==> run_1/pdn.png <==
Bar = 50 µm. Pins as bars on the die edge. Tap cells in gray.
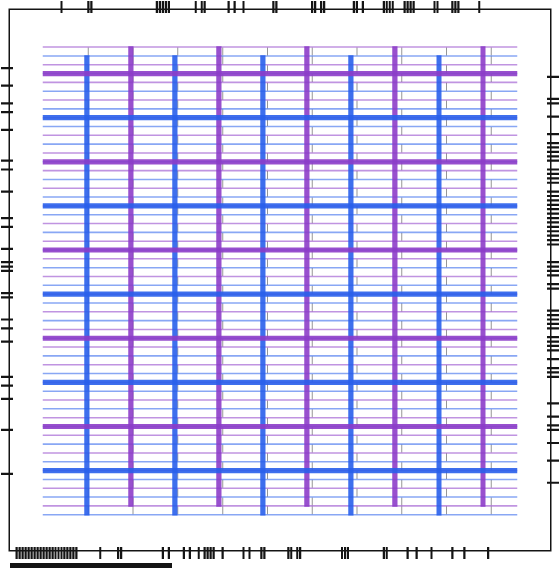
==> run_1/cell_classes.png <==
Bar = 50 µm.
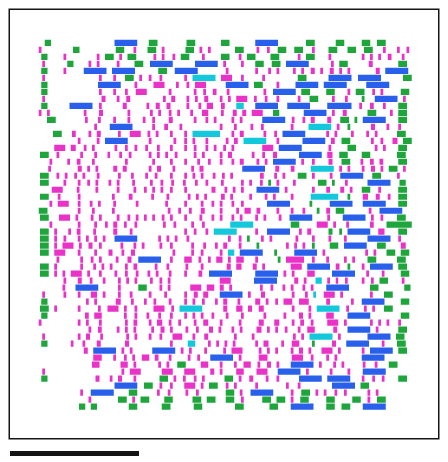
==> run_1/clock_map.png <==
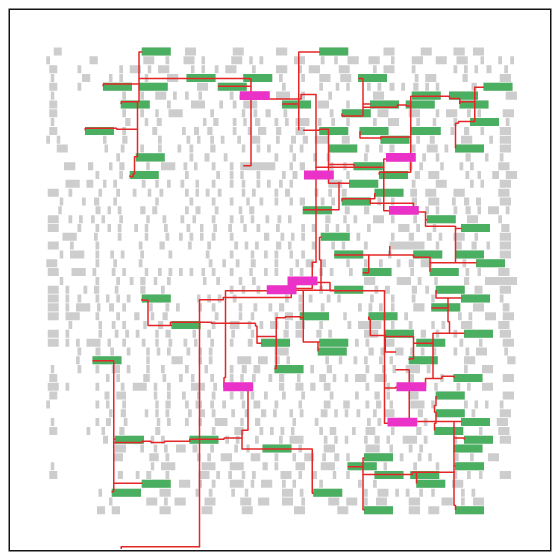
===== src/rtl/pc_fetch_unit.sv =====
`timescale 1ns/1ps
// PC and instruction-fetch unit: resolves the next PC on updPC and fetches over req/valid.
// Optional feature macro: PC_FETCH_BR_COUNT_EN builds a saturating taken-branch counter.
module pc_fetch_unit #(
    parameter int unsigned     PC_W     = 32,
    parameter int unsigned     INSTR_W  = 32,
    parameter logic [PC_W-1:0] RESET_PC = '0
) (
    input  logic               clk,
    input  logic               rst,
    input  logic               updPC,
    input  logic [2:0]         brOp,
    input  logic [PC_W-1:0]    brOffset,
    input  logic               flagN,
    input  logic               flagZ,
    output logic               imem_req,
    output logic [PC_W-1:0]    imem_addr,
    input  logic [INSTR_W-1:0] imem_data,
    input  logic               imem_valid,
    output logic [PC_W-1:0]    pc,
    output logic [5:0]         opcode,
    output logic [4:0]         func,
    output logic               stall,
    output logic               upd_err,
    output logic [15:0]        br_taken_cnt
);

    localparam logic [5:0] OpNop = 6'b100101;

    typedef enum logic [1:0] {StFetch, StWait, StHold} state_e;

    state_e             state_q;
    logic [PC_W-1:0]    pc_q;
    logic [PC_W-1:0]    addr_q;
    logic               req_q;
    logic               stall_q;
    logic               upd_err_q;
    logic [INSTR_W-1:0] instr_q;
    logic               taken;
    logic [PC_W-1:0]    pc_next;

    always_comb begin
        taken = 1'b0;
        if (!brOp[2]) begin
            case (brOp[1:0])
                2'b00:   taken = 1'b1;
                2'b01:   taken = flagN;
                2'b10:   taken = !flagN && !flagZ;
                default: taken = flagZ;
            endcase
        end
    end

    // Wrap-around is intentional: the add is simply truncated to PC_W bits.
    assign pc_next = pc_q + PC_W'(1) + (taken ? brOffset : '0);

    always_ff @(posedge clk or posedge rst) begin
        if (rst) begin
            state_q   <= StFetch;
            pc_q      <= RESET_PC;
            addr_q    <= RESET_PC;
            req_q     <= 1'b0;
            stall_q   <= 1'b1;
            upd_err_q <= 1'b0;
            instr_q   <= '0;
        end else begin
            if (updPC && state_q != StHold) begin
                upd_err_q <= 1'b1;
            end
            case (state_q)
                StFetch: begin
                    req_q   <= 1'b1;
                    addr_q  <= pc_q;
                    state_q <= StWait;
                end
                StWait: begin
                    if (imem_valid) begin
                        instr_q <= imem_data;
                        req_q   <= 1'b0;
                        stall_q <= 1'b0;
                        state_q <= StHold;
                    end
                end
                StHold: begin
                    if (updPC) begin
                        pc_q    <= pc_next;
                        stall_q <= 1'b1;
                        state_q <= StFetch;
                    end
                end
                default: state_q <= StFetch;
            endcase
        end
    end

    assign imem_req  = req_q;
    assign imem_addr = addr_q;
    assign pc        = pc_q;
    assign stall     = stall_q;
    assign upd_err   = upd_err_q;
    assign opcode    = stall_q ? OpNop : instr_q[31:26];
    assign func      = stall_q ? 5'd0 : instr_q[4:0];

    logic unused_instr;
    assign unused_instr = ^instr_q;

`ifdef PC_FETCH_BR_COUNT_EN
    logic [15:0] br_cnt_q;

    always_ff @(posedge clk or posedge rst) begin
        if (rst) begin
            br_cnt_q <= '0;
        end else if (state_q == StHold && updPC && taken && br_cnt_q != 16'hFFFF) begin
            br_cnt_q <= br_cnt_q + 16'd1;
        end
    end

    assign br_taken_cnt = br_cnt_q;
`else
    assign br_taken_cnt = '0;
`endif

endmodule


===== config.mk =====
export PLATFORM = sky130hd
export DESIGN_NAME = pc_fetch_unit
export DESIGN_NICKNAME = d
export VERILOG_FILES = /design/src/rtl/pc_fetch_unit.sv
export SDC_FILE = /design/constraint.sdc
export NUM_CORES = 1
export LEC_CHECK = 0
export ABC_AREA = 1
export CELL_PAD_IN_SITES_DETAIL_PLACEMENT = 2
export CELL_PAD_IN_SITES_GLOBAL_PLACEMENT = 2
export CORE_MARGIN = 10
export CORE_UTILIZATION = 27
export DETAILED_ROUTE_END_ITERATION = 8
export GPL_TIMING_DRIVEN = 0
export PLACE_DENSITY_LB_ADDON = 0.1
export SETUP_SLACK_MARGIN = 0.15
export SYNTH_ARGS = -nofsm -noshare
export SYNTH_HDL_FRONTEND = slang
export SYNTH_SLANG_ARGS = --single-unit

===== constraint.sdc =====
create_clock -name clk -period 5.2 [get_ports clk]
set_clock_uncertainty 0.15 [all_clocks]
set_input_delay 1.04 -clock clk [delete_from_list [all_inputs] [get_ports clk]]
set_output_delay 1.04 -clock clk [all_outputs]
set_load 0.05 [all_outputs]

==> flow_summary_export.csv, run 1 <==
group,metric,value,unit
run_status,status,"completed",
floorplan,fp-utilization,0.275,
cts,cts_buffer_depth,2,
placed_design,dp_slack,0.654,ns
yosys,top_cells_by_area,"dfrtp_1, nand2_1, inv_1",
drt,wl_met3,740,µm
drt,vias,6075,
worst_setup_path,regToRegStartpoint,"pc[0]$_DFFE_PP0P_",
cts,cts-root-buf,"clkbuf_16",
layout,comb_area,0.00302,mm²
drt,wl_met1,11500,µm
cts,cts_hold_buffers,0,
worst_setup_path,crit_cells,16,
floorplan,io_pins,167,
placed_design,hpwl,19000,µm
worst_setup_path,crit_chain,"clkdlybuf4s50_1, nand2_1, nand2_1, nand3_1, nand2_1, clkbuf_1, nor2_1, fa_1, nand3_1, nand3_1, nand3_1, nand3_2, nand2_1, nand3_1, nand3_1, nand2_1",
power_and_ir_drop,p_comb_frac,0.607,
power_and_ir_drop,seq_power,1.14,mW
sta,grt_setup_unrepaired,"no",
grt,grt_pass1_vias,6680,
Notes on pdn.png above:
- VDD: purple
- VSS: blue
- met1 rails: 54
- rows: 53
- signal pins: 167
die y size: 166 µm
Core Area: 0.0211 mm²
Die W: 166 µm
VDD IR max: 175 µV

Notes on cell_classes.png above:
- flip-flops: blue (cells 80)
- all other logic: magenta (cells 819)
- other buffers and delay cells: green (cells 164)
- clock drivers and dummy loads: cyan (cells 16)
cell area after layout: 0.00784 mm²
Seq/total area: 0.256
# rows: 53
final core utilization: 0.372

Notes on clock_map.png above:
- clock wires: red (length 1430 µm)
- cells driving clock nets: magenta (count 9)
- flip-flops: green (count 80)
- routed clock nets: 10
Clock Power Share: 0.151
clk latency late pin: 0.35 ns

## Run 2: what changed since run 1
CORE_UTILIZATION = 23   (was 27)
clock period = 3.65 ns   (was 5.2 ns; I/O delays follow)
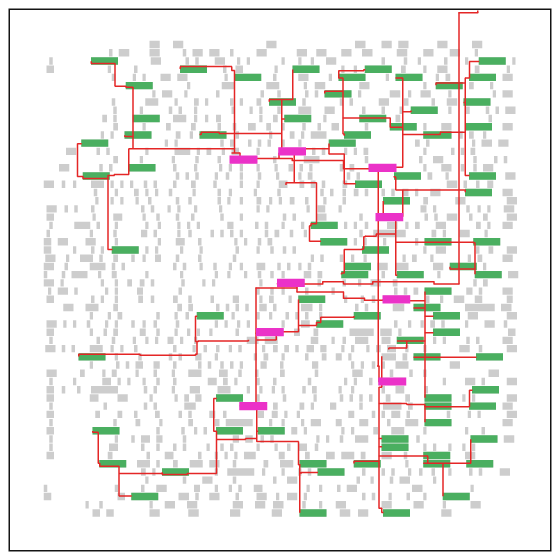
(run_2/clock_map.png)
- clock wires: red (length 1580 µm)
- cells driving clock nets: magenta (count 9)
- flip-flops: green (count 80)
- flops lie: spread over the die
- routed clock nets: 10
Clk power: 1.00 mW
Clock Power Share: 0.147

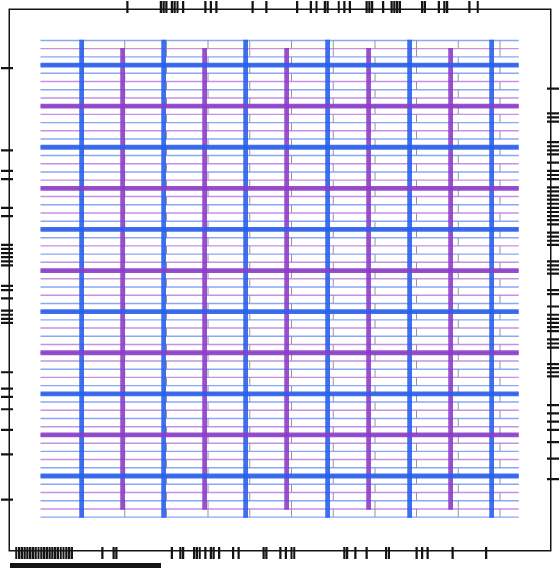
(run_2/pdn.png)
Bar = 50 µm. Pins as bars on the die edge. Tap cells in gray.
- VSS: blue
- VDD: purple
- tap cells: 330
- rows: 58
- met4 straps: 11
- met5 straps: 11
Die W: 179 µm
Core Area: 0.0250 mm²
VDD IR max: 296 µV

==> run 2 against run 1 <==
Die size increased by 15%. Largest cell class unchanged. Critical path type unchanged. Worst setup slack got worse by 0.61 ns. Wire length rose by 3.0%. Non-clock buffer count up 1. Sequential power up 42%. Sequential share of layout area fell by 0.68 points.
==> flow_summary_export.csv, run 2 <==
group,metric,value,unit
cts,cts_buffer_depth,2,
drt,wl_met3,853,µm
grt,met3_usage,0.0209,
layout,area_growth,39.0,%
power_and_ir_drop,internal_power,3.14,mW
sta,whs,0.303,ns
layout,post-route-util,0.322,
yosys,top_cells_by_area,"dfrtp_1, nand2_1, inv_1",
power_and_ir_drop,p_comb_frac,0.614,
placed_design,numPortBuffers,129,
floorplan,die-area,0.0319,mm²
grt,grt_pass1_vias,6582,
min_path,hp-class,"flop to flop",
cts,path_clk_slew,0.08,ns
layout,comb_area,0.00314,mm²
run_status,status,"completed",
placed_design,hpwl,19500,µm
drt,vias,6051,
power_and_ir_drop,p_seq_frac,0.239,
cts,cts-root-buf,"clkbuf_16",
cts,clk_latency,0.35,ns
drt,wl_met1,11900,µm
floorplan,fp-row-count,58,
layout,fin_cells,1410,
sta,worstMarginPinSlew,0.933,ns
worst_setup_path,regToRegStartpoint,"pc[0]$_DFFE_PP0P_",
floorplan,io_pins,167,
yosys,logic_family,"simple AND/OR/NAND/NOR gates",
drt,antenna_left,0,
cts,cts_hold_buffers,0,
worst_setup_path,crit_cells,16,
grt,met2_usage,0.246,
floorplan,fp-utilization,0.232,
sta,grt_setup_unrepaired,"yes",
worst_setup_path,crit_chain,"clkdlybuf4s50_1, nand2_1, nand2_1, nand3_1, nand2_2, buf_6, nor2_1, ha_1, nand2_1, inv_1, a21oi_1, nand3_2, nand2_1, nand3_1, nand3_1, nand2_1",
grt,grt_use_met1,0.209,
layout,seq_share,0.249,
power_and_ir_drop,seq_power,1.62,mW
layout,stdcell_area,0.00805,mm²
yosys,ys.warnings.count,0,
yosys,yosysMostFrequentCell,"nand2_1",
yosys,ys_types,29,
No activity file was given, so power comes from the tool's default toggle rates.
